`config.mk`:
```
export PLATFORM = sky130hd
export DESIGN_NAME = stage_timer_flat
export DESIGN_NICKNAME = d
export VERILOG_FILES = /design/src/rtl/stage_timer_if.sv /design/src/rtl/stage_timer.sv /design/src/flat_wrapper.sv
export SDC_FILE = /design/constraint.sdc
export NUM_CORES = 1
export LEC_CHECK = 0
export CAP_MARGIN = 20
export CORE_ASPECT_RATIO = 0.75
export CORE_MARGIN = 3
export CORE_UTILIZATION = 50
export DETAILED_ROUTE_END_ITERATION = 16
export HOLD_SLACK_MARGIN = 0.03
export PLACE_DENSITY = 0.85
export SLEW_MARGIN = 20
export SYNTH_ARGS = -nofsm -noshare
export SYNTH_HDL_FRONTEND = slang
export SYNTH_SLANG_ARGS = --single-unit
```
`constraint.sdc`:
```
create_clock -name clk -period 3.8 [get_ports clk]
set_input_delay 0.76 -clock clk [delete_from_list [all_inputs] [get_ports clk]]
set_output_delay 0.76 -clock clk [all_outputs]
set_load 0.05 [all_outputs]
```
`src/rtl/stage_timer_if.sv`:
```
// stage_timer_if: control, countdown limit, stage-record and display signals
// exchanged between a stage_timer (slave) and its host (master).
interface stage_timer_if;
  logic        run;
  logic        clear;
  logic        mode;
  logic [6:0]  limit_min;
  logic [5:0]  limit_sec;
  logic        blank;
  logic        record;
  logic [2:0]  stage_id;
  logic [15:0] nums;
  logic [15:0] best_nums;
  logic        running;
  logic        done;
  logic        expired;

  modport master (
    output run, clear, mode, limit_min, limit_sec, blank, record, stage_id,
    input  nums, best_nums, running, done, expired
  );

  modport slave (
    input  run, clear, mode, limit_min, limit_sec, blank, record, stage_id,
    output nums, best_nums, running, done, expired
  );
endinterface

```
`src/rtl/stage_timer.sv`:
```
// stage_timer: mm:ss up/down stage timer with saturation, BCD display and
// optional per-stage best-time records compiled in by STAGE_TIMER_BEST_EN.
module stage_timer #(
  parameter int unsigned TICK_DIV   = 100000000,
  parameter int unsigned MAX_MIN    = 99,
  parameter int unsigned NUM_STAGES = 3
) (
  input  logic         clk,
  input  logic         rst_n,
  stage_timer_if.slave bus
);

  localparam int unsigned   PW      = $clog2(TICK_DIV);
  localparam logic [PW-1:0] PRE_TOP = PW'(TICK_DIV - 1);
  localparam logic [6:0]    MAXM    = 7'(MAX_MIN);
  localparam logic [5:0]    SEC_TOP = 6'd59;
  localparam logic [15:0]   BLANK   = 16'hAAAA;

  // IDLE holds the time after reset until the first clear; ARM is the one
  // cycle between a countdown load of 00:00 and done.
  typedef enum logic [1:0] {ST_IDLE, ST_COUNT, ST_ARM, ST_DONE} state_e;

  state_e        state_q, state_d;
  logic [PW-1:0] pre_q, pre_d;
  logic [6:0]    min_q, min_d;
  logic [5:0]    sec_q, sec_d;
  logic [15:0]   nums_q, nums_d;
  logic [15:0]   best_nums_q;
  logic          done_q, done_d;
  logic          expired_q, expired_d;
  logic          running_q, running_d;
  logic          cnt_en, tick, terminal, time_zero;
  logic [6:0]    lim_min;
  logic [5:0]    lim_sec;

  function automatic logic [7:0] bcd8(input logic [6:0] v);
    return {4'(v / 7'd10), 4'(v % 7'd10)};
  endfunction

  // Prescaler, time update, done tracking and display next-state
  always_comb begin
    state_d   = state_q;
    pre_d     = pre_q;
    min_d     = min_q;
    sec_d     = sec_q;
    terminal  = 1'b0;
    lim_min   = (bus.limit_min > MAXM) ? MAXM : bus.limit_min;
    lim_sec   = (bus.limit_sec > SEC_TOP) ? SEC_TOP : bus.limit_sec;
    time_zero = (min_q == 7'd0) && (sec_q == 6'd0);
    cnt_en    = bus.run && ((state_q == ST_COUNT) || (state_q == ST_ARM));
    tick      = cnt_en && (pre_q == PRE_TOP) && !(bus.mode && time_zero);

    if (cnt_en) begin
      pre_d = (pre_q == PRE_TOP) ? '0 : pre_q + PW'(1);
    end

    if (tick) begin
      if (!bus.mode) begin
        if ((min_q == MAXM) && (sec_q >= 6'd58)) begin
          min_d    = MAXM;
          sec_d    = SEC_TOP;
          terminal = 1'b1;
        end else if (sec_q == SEC_TOP) begin
          min_d = min_q + 7'd1;
          sec_d = '0;
        end else begin
          sec_d = sec_q + 6'd1;
        end
      end else begin
        if (sec_q == 6'd0) begin
          min_d = min_q - 7'd1;
          sec_d = SEC_TOP;
        end else begin
          sec_d = sec_q - 6'd1;
        end
        terminal = (min_q == 7'd0) && (sec_q == 6'd1);
      end
    end

    case (state_q)
      ST_COUNT: if (terminal) state_d = ST_DONE;
      ST_ARM:   state_d = ST_DONE;
      default:  state_d = state_q;
    endcase

    // Reload wins over any tick in the same cycle
    if (bus.clear) begin
      pre_d = '0;
      if (bus.mode) begin
        min_d   = lim_min;
        sec_d   = lim_sec;
        state_d = ((lim_min == 7'd0) && (lim_sec == 6'd0)) ? ST_ARM : ST_COUNT;
      end else begin
        min_d   = '0;
        sec_d   = '0;
        state_d = ST_COUNT;
      end
    end

    done_d    = (state_d == ST_DONE);
    expired_d = done_d && (state_q != ST_DONE);
    running_d = bus.run && ((state_d == ST_COUNT) || (state_d == ST_ARM));
    nums_d    = bus.blank ? BLANK : {bcd8(min_q), bcd8({1'b0, sec_q})};
  end

  always_ff @(posedge clk) begin
    if (!rst_n) begin
      state_q   <= ST_IDLE;
      pre_q     <= '0;
      min_q     <= '0;
      sec_q     <= '0;
      nums_q    <= BLANK;
      done_q    <= 1'b0;
      expired_q <= 1'b0;
      running_q <= 1'b0;
    end else begin
      state_q   <= state_d;
      pre_q     <= pre_d;
      min_q     <= min_d;
      sec_q     <= sec_d;
      nums_q    <= nums_d;
      done_q    <= done_d;
      expired_q <= expired_d;
      running_q <= running_d;
    end
  end

`ifdef STAGE_TIMER_BEST_EN
  logic [12:0]           best_q [NUM_STAGES];
  logic [12:0]           best_d [NUM_STAGES];
  logic [NUM_STAGES-1:0] valid_q, valid_d;
  logic [15:0]           best_nums_d;
  logic [12:0]           cur_time;

  // {min,sec} orders like total seconds because sec never exceeds 59
  assign cur_time = {min_q, sec_q};

  always_comb begin
    best_d      = best_q;
    valid_d     = valid_q;
    best_nums_d = BLANK;
    for (int unsigned i = 0; i < NUM_STAGES; i++) begin
      if (bus.stage_id == 3'(i)) begin
        if (valid_q[i]) begin
          best_nums_d = {bcd8(best_q[i][12:6]), bcd8({1'b0, best_q[i][5:0]})};
        end
        if (bus.record && (!valid_q[i] ||
            (bus.mode ? (cur_time > best_q[i]) : (cur_time < best_q[i])))) begin
          best_d[i]  = cur_time;
          valid_d[i] = 1'b1;
        end
      end
    end
  end

  always_ff @(posedge clk) begin
    if (!rst_n) begin
      valid_q     <= '0;
      best_nums_q <= BLANK;
      for (int unsigned i = 0; i < NUM_STAGES; i++) begin
        best_q[i] <= '0;
      end
    end else begin
      valid_q     <= valid_d;
      best_nums_q <= best_nums_d;
      best_q      <= best_d;
    end
  end
`else
  logic unused_best;
  assign unused_best = ^{bus.record, bus.stage_id, 3'(NUM_STAGES)};

  always_ff @(posedge clk) begin
    best_nums_q <= BLANK;
  end
`endif

  assign bus.nums      = nums_q;
  assign bus.best_nums = best_nums_q;
  assign bus.done      = done_q;
  assign bus.expired   = expired_q;
  assign bus.running   = running_q;

endmodule
```
`src/flat_wrapper.sv`:
```
// flat-port wrapper written by rule: the top's interface ports become plain ports
module stage_timer_flat 
#(
  parameter int unsigned TICK_DIV   = 100000000,
  parameter int unsigned MAX_MIN    = 99,
  parameter int unsigned NUM_STAGES = 3
)
  (clk, rst_n, bus_run, bus_clear, bus_mode, bus_limit_min, bus_limit_sec, bus_blank, bus_record, bus_stage_id, bus_nums, bus_best_nums, bus_running, bus_done, bus_expired);
  stage_timer_if bus_i ();
  input  logic clk;
  input  logic rst_n;
  input wire logic [$bits(bus_i.run)-1:0] bus_run;
  input wire logic [$bits(bus_i.clear)-1:0] bus_clear;
  input wire logic [$bits(bus_i.mode)-1:0] bus_mode;
  input wire logic [$bits(bus_i.limit_min)-1:0] bus_limit_min;
  input wire logic [$bits(bus_i.limit_sec)-1:0] bus_limit_sec;
  input wire logic [$bits(bus_i.blank)-1:0] bus_blank;
  input wire logic [$bits(bus_i.record)-1:0] bus_record;
  input wire logic [$bits(bus_i.stage_id)-1:0] bus_stage_id;
  output wire logic [$bits(bus_i.nums)-1:0] bus_nums;
  output wire logic [$bits(bus_i.best_nums)-1:0] bus_best_nums;
  output wire logic [$bits(bus_i.running)-1:0] bus_running;
  output wire logic [$bits(bus_i.done)-1:0] bus_done;
  output wire logic [$bits(bus_i.expired)-1:0] bus_expired;
  assign bus_i.run = bus_run;
  assign bus_i.clear = bus_clear;
  assign bus_i.mode = bus_mode;
  assign bus_i.limit_min = bus_limit_min;
  assign bus_i.limit_sec = bus_limit_sec;
  assign bus_i.blank = bus_blank;
  assign bus_i.record = bus_record;
  assign bus_i.stage_id = bus_stage_id;
  assign bus_nums = bus_i.nums;
  assign bus_best_nums = bus_i.best_nums;
  assign bus_running = bus_i.running;
  assign bus_done = bus_i.done;
  assign bus_expired = bus_i.expired;
  stage_timer #(.TICK_DIV(TICK_DIV), .MAX_MIN(MAX_MIN), .NUM_STAGES(NUM_STAGES)) u_core (.clk(clk), .rst_n(rst_n), .bus(bus_i));
endmodule
```
Figure 1. Placement density heat map.
Drawn at 3 px/micron. 11 x 9 tiles, from dark blue (low) to red (high), 0 to 100% covered.
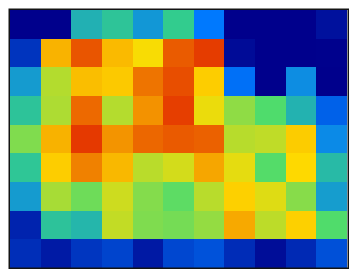
The fullest tile reaches 94%. 10% of the tiles are nearly empty. The densest ninth of the die: middle. The mean over all tiles is 49%.
Final Util: 60.8%
Core Region: 8060 sq um
fp_density: 52.8%

Figure 2. M4 wires.
Drawn at 3 px/micron. Supply wires on this layer in grey.
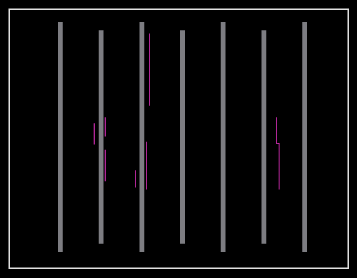
The layer carries 92.7 microns of wire. The layer holds 0.84% of the routed length. The wires run mostly vertical.

Figure 3. Clock network drawn from the DEF.
Drawn at 3 px/micron.
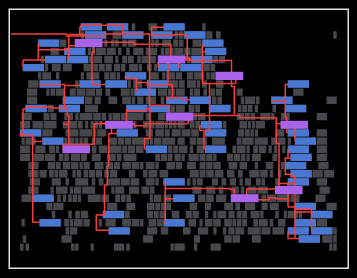
Key: red = clock wires [length 887 microns]; purple = cells driving clock nets [count 9]; blue = flip-flops [count 61]
There are 10 routed clock nets.

Figure 4. Nets reached from selected ports.
Drawn at 2 px/micron.
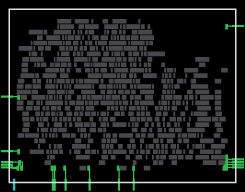
Key: green = bus_best_nums [bits 16, direction output, edge 6 bottom, 5 left, 5 right, end cells 16, buffers 0, wire 87.4 microns]; cyan = bus_record [bits 1, direction input, edge bottom, end cells 0, buffers 0]

==> flow_metrics.tcl <==
# collected from the flow reports
set metrics [dict create \
    status "completed" \
    cp-endpoint "u_core.bus.nums[10]$_SDFF_PP0_" \
    dominant_cells "logic gates" \
    r2r_cells 11 \
    buf_share_pct 9.85 \
    ant_nets 0 \
    worst_setup_path_start_kind "register" \
    synth-seq-cells 61 \
    cpMaxStageDelayCell "dfxtp_1" \
    numCtsBuffers 9 \
    regMostFlops "u_core.pre_q" \
    insertedDiodeCount 0 \
    dr.pass1.iters 6 \
    path_class "reg -> reg" \
    setup-violations-final 0 \
    irDropWorstVdd_mv 0.271 \
    dieHeight_microns 85.9 \
    avgRoutedWirePerCell_microns 16.5 \
    hold_depth 2 \
    clk_share_pct 5.69 \
    clk-power_mw 0.758 \
    fmax_mhz 316 \
    power.switching_mw 0.586 \
    tap_cells 105 \
    finalWorstSetupSlack_ns 0.635 \
    postSynthSeqShare_pct 28.7 \
    clk_path_buf_depth 2 \
    crit_family "AND-OR/OR-AND gates" \
    cpPeakStageDelay_ns 0.73 \
    top_power_group "the clock network" \
    p_seq_share_pct 37.1 \
    clk_latency_ns 0.33 \
    die_x_microns 112 \
    layout-drive-gt1-share_pct 8.63 \
    antenna_found_initial 0 \
    ys_area_sq_um 4250 \
    met3_length_microns 1200 \
    edf_count 0 \
    inv_count 20 \
    min_period_ns 3.16 \
    grt_pass1_vias 3790 \
    lay_top_count "nor2_1" \
    synth_cells 539 \
    min_period_over_period_pct 83.3 \
    top_layer "met4" \
    top_usage_layer "met2" \
    rr_startpoint "u_core.min_q[2]$_SDFFE_PN0P_" \
    rsz0062_at_grt "no" \
    hp-class "reg -> reg" \
    cp.required_ns 4.02 \
    grt_max_degree 30 \
    cts_tree "yes" \
    critPathMaxFanout 18 \
    grt_pass1_wl_microns 18200 \
    area.growth.synth_to_final_pct 15.3 \
    met1Wirelength_microns 4780 \
    seq_share_pct 24.9 \
    finClkSkew_ns 0.00830 \
    io_pins 58 \
    clkPwrFrac_pct 40.8 \
    powerComb_mw 0.410 \
    cell_internal_pwr_mw 1.27 \
    h-tree-depth 3 \
    reg2reg_to "u_core.bus.nums[10]$_SDFF_PP0_" \
    p_comb_share_pct 22.1 \
    syn-mean-instance-area_sq_um 7.89 \
    grt_overflow 0 \
    vias_per_cell 6.18 \
    cp.arrival_ns 3.38 \
    use_met3_pct 7.12 \
    final_cell_mix "nor2_1, dfxtp_1, nand2_1" \
    io_buffers 37 \
    place_congestion 0.964 \
    drc_errors 0 \
    grtUsageTotal_pct 23.1 \
    postLayoutCellArea_sq_um 4900 \
    netlist_area_sq_um 4250 \
    r2r_slack_ns 0.64 \
    final_nets 602 \
    cts.clk_slew.worst_paths_ns 0.05 \
    cts-resized-gates 0 \
    row_count 28 \
    ff_type "dfxtp_1" \
    nClkBuffers 11 \
    nMultiInputCombCells 419 \
    clock-sinks 61 \
    critPathMostFrequentCell "nor2_1" \
    holdWs_ns 0.506 \
    globalRouteMet1Util_pct 31.3 \
    yosysWarnings 0 \
    max_cap_violations 0 \
    p_seq_mw 0.689 \
    ys_types 82 \
    p_leak_nw 1.79 \
    hpwlAfterDp_microns 7890 \
]
## cell usage after synthesis (4+ instances only)
| cell | number | area, sq um |
|---|---|---|
| xnor2_1 | 21 | 184 |
| a22oi_1 | 7 | 52.6 |
| a21oi_1 | 19 | 95.1 |
| nor3b_1 | 5 | 37.5 |
| or3_1 | 7 | 43.8 |
| o21ai_0 | 31 | 155 |
| clkbuf_1 | 30 | 113 |
| a31o_2 | 4 | 35.0 |
| and3b_1 | 4 | 35.0 |
| nor4_1 | 7 | 43.8 |
| o21a_1 | 4 | 30.0 |
| a31oi_1 | 6 | 37.5 |
| mux2i_1 | 7 | 70.1 |
| nor2_1 | 63 | 236 |
| inv_1 | 20 | 75.1 |
| buf_4 | 17 | 128 |
| xor2_1 | 13 | 114 |
| and4_1 | 5 | 43.8 |
| nor3_1 | 9 | 45.0 |
| nand3_1 | 17 | 85.1 |
| nand2b_1 | 7 | 43.8 |
| and2_1 | 4 | 25.0 |
| ha_1 | 16 | 200 |
| nand3b_1 | 5 | 37.5 |
| nand4_1 | 14 | 87.6 |
| nor2b_1 | 9 | 56.3 |
| nand2_1 | 40 | 150 |
| o31ai_1 | 4 | 30.0 |
| and3_1 | 5 | 31.3 |
| dfxtp_1 | 61 | 1220 |
## cell families (layout without fill, tap and decap cells)
group                    Yosys count  count (layout)  share of synthesized area, %
XOR/XNOR                          34              34                          7.00
AND/OR/NAND/NOR                  216             216                          27.2
multiplexers                       9               9                          2.18
other                              2              16                         0.177
AND-OR/OR-AND                    127             127                          21.1
flip-flops                        61              61                          28.7
buffers and inverters             73              88                          8.71
adder cells (fa/ha/maj)           17              17                          4.94
## per-stage QoR
stage,instances,power (mW)
floorplan,553,1.00
global placement,657,1.09
detailed placement,657,1.10
CTS,673,1.86
global route,673,1.93
finish,673,1.86
Power figures rest on the tool's default switching activity, not on a simulated workload.
